**config.mk**
```make
export PLATFORM = sky130hd
export DESIGN_NAME = fir_output_quantizer
export DESIGN_NICKNAME = d
export VERILOG_FILES = /design/src/rtl/fir_pkg.sv /design/src/rtl/sync_fifo.sv /design/src/rtl/fir_output_quantizer.sv
export SDC_FILE = /design/constraint.sdc
export NUM_CORES = 1
export LEC_CHECK = 0
export ABC_AREA = 1
export ABC_CLOCK_PERIOD_IN_PS = 2000
export CAP_MARGIN = 15
export CORE_MARGIN = 4
export CORE_UTILIZATION = 31
export CTS_BUF_LIST = sky130_fd_sc_hd__clkbuf_8
export DETAILED_ROUTE_END_ITERATION = 7
export GPL_ROUTABILITY_DRIVEN = 0
export GPL_TIMING_DRIVEN = 0
export HOLD_SLACK_MARGIN = 0.12
export PLACE_DENSITY_LB_ADDON = 0.08
export SLEW_MARGIN = 25
export SYNTH_ARGS = -nofsm -noshare
export SYNTH_HDL_FRONTEND = slang
export SYNTH_SLANG_ARGS = --single-unit
```
**constraint.sdc**
```tcl
create_clock -name clk -period 2 [get_ports clk]
set_input_delay 0.4 -clock clk [delete_from_list [all_inputs] [get_ports clk]]
set_output_delay 0.4 -clock clk [all_outputs]
set_load 0.02 [all_outputs]
```
**src/rtl/fir_pkg.sv**
```systemverilog
// fir_pkg: shared constants and quantize helpers for the FIR/beamformer chain
package fir_pkg;
  localparam int IN_W_DEF = 111;
  localparam int OUT_W_DEF = 16;
  localparam int SHIFT_DEF = 15;
  localparam int SAT_W = IN_W_DEF + 1;
  localparam logic signed [OUT_W_DEF-1:0] OUT_MAX = 16'sh7FFF;
  localparam logic signed [OUT_W_DEF-1:0] OUT_MIN = 16'sh8000;
  typedef struct packed {
    logic sat;
    logic [OUT_W_DEF-1:0] q;
  } qsat_t;
  function automatic qsat_t sat_out(input logic signed [SAT_W-1:0] x);
    logic signed [SAT_W-1:0] hi, lo;
    hi = SAT_W'(OUT_MAX);
    lo = SAT_W'(OUT_MIN);
    sat_out.sat = (x > hi) || (x < lo);
    sat_out.q = x > hi ? OUT_MAX : x < lo ? OUT_MIN : x[OUT_W_DEF-1:0];
  endfunction
  function automatic qsat_t round_shift_sat(input logic signed [IN_W_DEF-1:0] x, input int unsigned sh);
    logic signed [SAT_W-1:0] r;
    r = (SAT_W'(x) + (SAT_W'(1) <<< (sh - 1))) >>> sh;
    return sat_out(r);
  endfunction
endpackage

```
**src/rtl/sync_fifo.sv**
```systemverilog
// sync_fifo: power-of-2 depth FIFO; push while full is ignored unless a pop happens in the same cycle
module sync_fifo #(
  parameter int WIDTH = 16,
  parameter int DEPTH = 4
) (
  input  logic                     clk,
  input  logic                     rst,
  input  logic                     push_i,
  input  logic                     pop_i,
  input  logic [WIDTH-1:0]         data_i,
  output logic [WIDTH-1:0]         data_o,
  output logic                     full_o,
  output logic                     empty_o,
  output logic [$clog2(DEPTH):0]   count_o
);
  localparam int AW = $clog2(DEPTH);
  logic [WIDTH-1:0] mem_q [DEPTH];
  logic [AW-1:0] wr_q, rd_q;
  logic [AW:0] cnt_q;
  logic wr, rd;
  assign full_o = cnt_q == (AW+1)'(DEPTH);
  assign empty_o = cnt_q == '0;
  assign count_o = cnt_q;
  assign data_o = empty_o ? '0 : mem_q[rd_q];
  // accept a write when there is room or a slot frees up this cycle
  always_comb begin
    wr = push_i && (!full_o || pop_i);
    rd = pop_i && !empty_o;
  end
  // pointers and occupancy; pointers wrap naturally since DEPTH is a power of 2
  always_ff @(posedge clk) begin
    if (rst) begin
      wr_q <= '0;
      rd_q <= '0;
      cnt_q <= '0;
    end else begin
      wr_q <= wr_q + AW'(wr);
      rd_q <= rd_q + AW'(rd);
      cnt_q <= cnt_q + (AW+1)'(wr) - (AW+1)'(rd);
    end
  end
  // storage needs no reset: reads are gated by empty
  always_ff @(posedge clk) begin
    if (wr) mem_q[wr_q] <= data_i;
  end
endmodule

```
**src/rtl/fir_output_quantizer.sv**
```systemverilog
// fir_output_quantizer: round, saturate, decimate and buffer FIR accumulator samples
module fir_output_quantizer
  import fir_pkg::*;
#(
  parameter int IN_W = IN_W_DEF,
  parameter int OUT_W = OUT_W_DEF,
  parameter int SHIFT = SHIFT_DEF,
  parameter int DECIM = 1,
  parameter int DEPTH = 4
) (
  input  logic                    clk,
  input  logic                    rst,
  input  logic signed [IN_W-1:0]  in_data,
  input  logic                    in_valid,
  output logic [OUT_W-1:0]        out_data,
  output logic                    out_valid,
  input  logic                    out_ready,
  input  logic                    clr_flags,
  output logic                    sat_flag,
  output logic                    ovf_flag,
  output logic [7:0]              drop_cnt
);
  localparam int PH_W = DECIM > 1 ? $clog2(DECIM) : 1;
  localparam int CW = $clog2(DEPTH) + 1;
  localparam logic signed [IN_W:0] RND = (IN_W+1)'(1) <<< (SHIFT - 1);
  logic s1_v_q, s2_v_q;
  logic signed [IN_W:0] r_q, r_d;
  logic [OUT_W-1:0] q_q;
  logic [PH_W-1:0] ph_q, ph_d;
  logic sat_q, sat_d, ovf_q, ovf_d;
  logic [7:0] drop_q, drop_d;
  qsat_t qs;
  logic push, pop, drop, fifo_full, fifo_empty;
  logic [CW-1:0] fifo_cnt;
  assign out_valid = !fifo_empty;
  assign sat_flag = sat_q;
  assign ovf_flag = ovf_q;
  assign drop_cnt = drop_q;
  // round/shift, saturate, decimation phase and sticky status next-state; set beats clear
  always_comb begin
    r_d = ((IN_W+1)'(in_data) + RND) >>> SHIFT;
    qs = sat_out(r_q);
    ph_d = s2_v_q ? (ph_q == PH_W'(DECIM - 1) ? '0 : ph_q + 1'b1) : ph_q;
    push = s2_v_q && ph_q == '0;
    pop = out_valid && out_ready;
    drop = push && fifo_full && !pop;
    sat_d = (s1_v_q && qs.sat) || (!clr_flags && sat_q);
    ovf_d = drop || (!clr_flags && ovf_q);
    drop_d = clr_flags ? {7'd0, drop} : (drop && drop_q != 8'hFF) ? drop_q + 8'd1 : drop_q;
  end
  // pipeline valids, decimation phase and status; data stages load only on their valid
  always_ff @(posedge clk) begin
    if (rst) begin
      s1_v_q <= 1'b0;
      s2_v_q <= 1'b0;
      ph_q <= '0;
      sat_q <= 1'b0;
      ovf_q <= 1'b0;
      drop_q <= '0;
    end else begin
      s1_v_q <= in_valid;
      s2_v_q <= s1_v_q;
      ph_q <= ph_d;
      sat_q <= sat_d;
      ovf_q <= ovf_d;
      drop_q <= drop_d;
    end
    if (in_valid) r_q <= r_d;
    if (s1_v_q) q_q <= qs.q;
  end
  sync_fifo #(.WIDTH(OUT_W), .DEPTH(DEPTH)) u_fifo (
    .clk(clk),
    .rst(rst),
    .push_i(push && (!fifo_full || pop)),
    .pop_i(pop),
    .data_i(q_q),
    .data_o(out_data),
    .full_o(fifo_full),
    .empty_o(fifo_empty),
    .count_o(fifo_cnt)
  );
  // occupancy beyond DEPTH would mean the push gating is broken
  always_ff @(posedge clk) begin
    if (!rst) assert (fifo_cnt <= CW'(DEPTH));
  end
endmodule

```
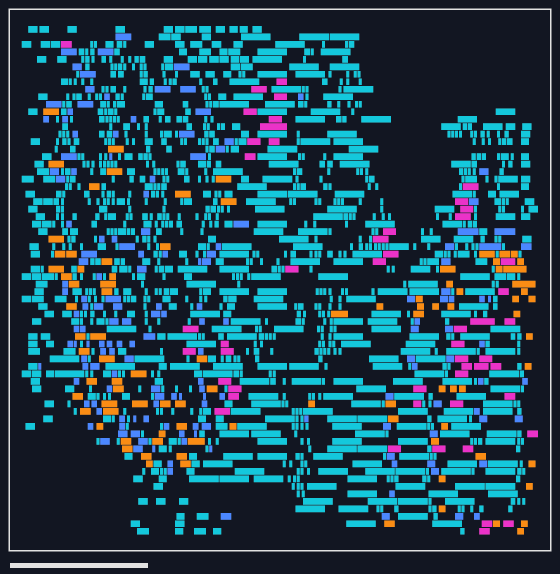
*Cells by drive strength*
Bar = 50 µm.
| size | colour | cells |
|---|---|---|
| drive 6 and up | magenta | 50 |
| drive 1 or less | cyan | 1147 |
| drive 2 | blue | 158 |
| drive 3 to 4 | orange | 91 |

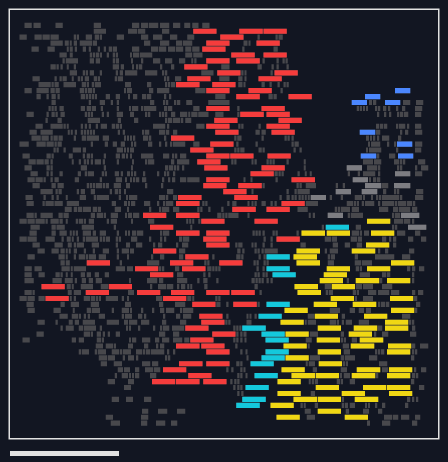
*Register map, names as in the netlist*
Bar = 50 µm. Other sequential cells in the stronger grey, the rest of the logic in the fainter grey.
| name in the netlist | colour | sequential cells |
|---|---|---|
| q_q | cyan | 16 |
| drop_cnt | blue | 8 |
| u_fifo.mem_q | yellow | 64 |
| r_q | red | 97 |

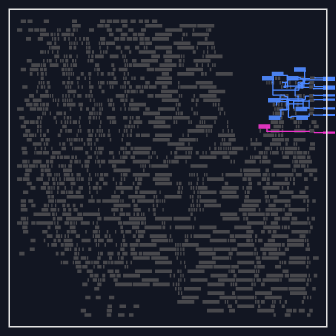
*Port wiring*
| port | colour | bits | direction | end cells | buffers | wire |
|---|---|---|---|---|---|---|
| drop_cnt | blue | 8 | output | 8 | 8 | 345 µm |
| sat_flag | magenta | 1 | output | 1 | 1 | 37.6 µm |
input/output buffers: 127
Top Ports: 143

==> results.toml <==
# synthesis and place-and-route metrics
[clock_network]
clock_path_buffers = 2
cts_root_buf = "sky130_fd_sc_hd__clkbuf_8"
cts_htree_levels = 4
clock-sinks = 196
tritoncts_clock_tree = "yes"
clk_latency_ns = 0.48

[worst_setup_path]
path_buffers = 4
crit_path_max_incr_delay_ns = 0.36
cp_data_required_time_ns = 1.60
r2r.worst_path.cells = 9
cp.arrival_ns = 1.69
criticalPathCategory = "reg2out"
start_kind = "flip-flop"
critPathMaxFanout = 6
crit_cells = 5
crit_path_max_delay_cell_type = "sky130_fd_sc_hd__dfxtp_2"
critical-path-top-delay-family = "buffers and inverters"

[floorplan]
num_tap_cells = 455
design.die.area_um2 = 38440
placeableCoreArea_um2 = 34710
dieWidth_um = 196.1
die.size.y_um = 196.1

[finish]
comb_area_um2 = 5494
clock_area_share_pct = 2.974
layout_top_cell_excl_fill_tap = "sky130_fd_sc_hd__nand2_1"
syn_to_final_growth_pct = 30.85
most-common-layout-cells = "sky130_fd_sc_hd__nand2_1 (240), sky130_fd_sc_hd__nor2_1 (223), sky130_fd_sc_hd__edfxtp_1 (177)"
largest_cell_class = "registers"
multi_input_comb_cells = 927
finish.cell_count_without_fillers = 1901
area.share.sequential_pct = 39.77
fill_cells = 3531
final_design_utilization_pct = 41.32
seq_area_um2 = 5705
logic_share_of_the_area_pct = 38.30
drive_above_1_share_pct = 20.68
finish.net_count = 1556
antenna_cells = 0
non_clock_buffer_count = 166
fin_area_um2 = 14350

[global_routing]
grt_max_degree = 65
overall_overflow_remaining_after_global_route = 0
via_count_of_the_first_global_routing_pass = 8992
grt_antenna_before_repair = 1
grt_pass1_wl_mm = 53.14

[yosys]
synth.yosys.num_cells = 1264
post-synth-top-area-cell = "sky130_fd_sc_hd__edfxtp_1"
yosysWarnings = 0
asyncSetResetFlopFracSynth_pct = 0
synth.yosys.seq_area_share_pct = 51.95
yosysTopAreaCellShare_pct = 48.48
synth-edff-count = 177
yosys.cell_count.top_type = "sky130_fd_sc_hd__nor2_1"
synth_top_flop_cell = "sky130_fd_sc_hd__edfxtp_1"
synth_cell_types = 31
netlist_top_cells_area = "sky130_fd_sc_hd__edfxtp_1 (48%), sky130_fd_sc_hd__nor2_1 (9.8%), sky130_fd_sc_hd__nand2_1 (8.8%), sky130_fd_sc_hd__xor2_1 (5.6%), sky130_fd_sc_hd__inv_1 (4.0%)"
synth_cells = 1264
synth.cells.most_frequent = "sky130_fd_sc_hd__nor2_1 (285), sky130_fd_sc_hd__nand2_1 (258), sky130_fd_sc_hd__edfxtp_1 (177)"
floorplan.nets = 1387
syn_area_um2 = 10960

[power]
peakVddDrop_v = 0.001039
static-leakage-power_nw = 5.375
power-per-cell-area_nw_per_um2 = 765.5
finalPower_mw = 10.98

[final_timing]
timing.final.hold_violations = 0
timing.final.max_slew_violations = 0
accumulated_negative_setup_slack_ns = -0.9696
setup_viol = 24
finalCriticalPeriod_ns = 2.094
rsz0062_at_grt = "true"
timing.final.ws_setup_ns = -0.09433
worst_hold_slack_ns = 0.3106
finalCritPeriodShare_pct = 104.7
worst-slew-pin-transition_ns = 0.7494
timing.max_slew.rel_slack_pct = 49.97

[hold_path]
holdPathStages = 2
holdCritPathClass = "in2reg"

[route]
drt_pass1_iterations = 5
detail_route.vias_per_cell = 4.783
drtIter0Drc = 555

[job]
warnings = 43
max-cap-violations = 0

[placement]
placement.setup.worst_slack_ns = -1.008
place_hpwl_mm = 30.23

[status]
result_of_the_run = "finished with violations"
failed_checks = "setup timing"
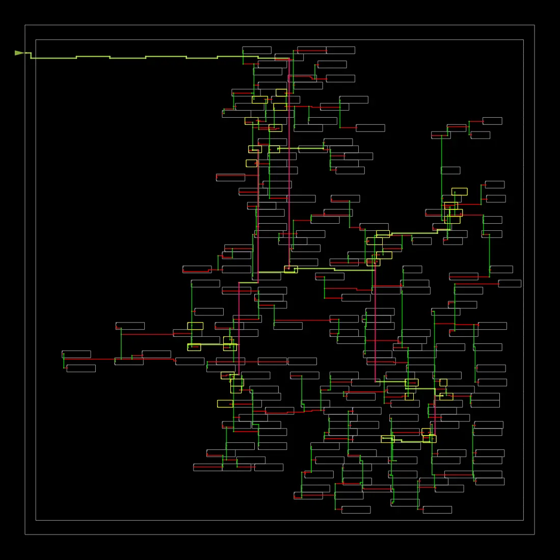
*Clock nets*
Seq Cell Count: 196
Post-Route Skew: 0.02398 ns

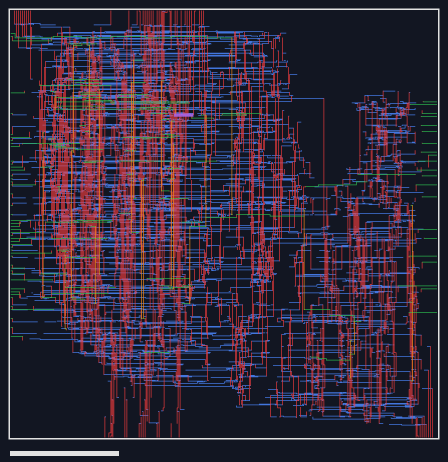
*Wiring by layer*
Bar = 50 µm.
| layer | colour | wire length |
|---|---|---|
| met3 | green | 1520 µm |
| met4 | orange | 1180 µm |
| met5 | purple | 7.40 µm |
| met1 | blue | 16500 µm |
| met2 | red | 17300 µm |
per-cell routed wire length: 19.20 µm
vias after detailed routing: 9093
Total GRT Usage: 18.56%
total routed wirelength: 36.49 mm

-- metal layers --
metal  vias to the layer above  track usage (%)  wire length (µm)
met2                       250            30.58             17310
met4                         2            6.517              1177
met5                         -                0                 7
li1                       4531                -                 -
met3                        50            2.507              1524
met1                      4260            25.19             16480
-- sequential cells by signal, summed over array words and instances, names as in the netlist --
| register | flops |
|---|---|
| drop_cnt | 8 |
| s2_v_q | 1 |
| u_fifo.wr_q | 2 |
| s1_v_q | 1 |
| q_q | 16 |
| u_fifo.rd_q | 2 |
| u_fifo.count_o | 3 |
| sat_flag | 1 |
| ovf_flag | 1 |
| u_fifo.mem_q | 64 |
| r_q | 97 |
-- where the power goes --
part | switching (mW) | leakage, nW | total [mW] | internal (mW)
Combinational | 1.90 | 3.32 | 3.33 | 1.42
Clock | 1.68 | 0.209 | 2.66 | 0.985
Sequential | 0.216 | 1.84 | 4.99 | 4.78
Total | 3.80 | 5.37 | 11.0 | 7.18
-- worst paths after layout --
| kind | start | endpoint | slack [ns] |
|---|---|---|---|
| worst min-delay path | rst | u_fifo.rd_q[1] | 0.31 |
| worst min register to register | ovf_flag | ovf_flag | 0.47 |
| worst max-delay path | u_fifo.count_o[2] | out_valid | -0.09 |
| worst max register to register | u_fifo.count_o[2] | u_fifo.count_o[1] | 0.08 |
-- logic make-up after synthesis --
kind of cell | Yosys count | share of synthesized area [%]
buffers and inverters | 141 | 4.885
flip-flops | 196 | 51.95
AND-OR/OR-AND | 59 | 2.716
adder cells (fa/ha/maj) | 7 | 0.8674
XOR/XNOR | 99 | 7.909
AND/OR/NAND/NOR | 762 | 31.67
-- timing repair --
action / 4_1_cts / 5_1_grt
cloned: 1 / 0
gates resized: 216 / 151
hold buffers: 0 / 0
pin swaps: 28 / 36
setup buffers: 8 / 8
endpoints found under the setup margin: 76 / 75
Power and IR drop assume default switching activity.
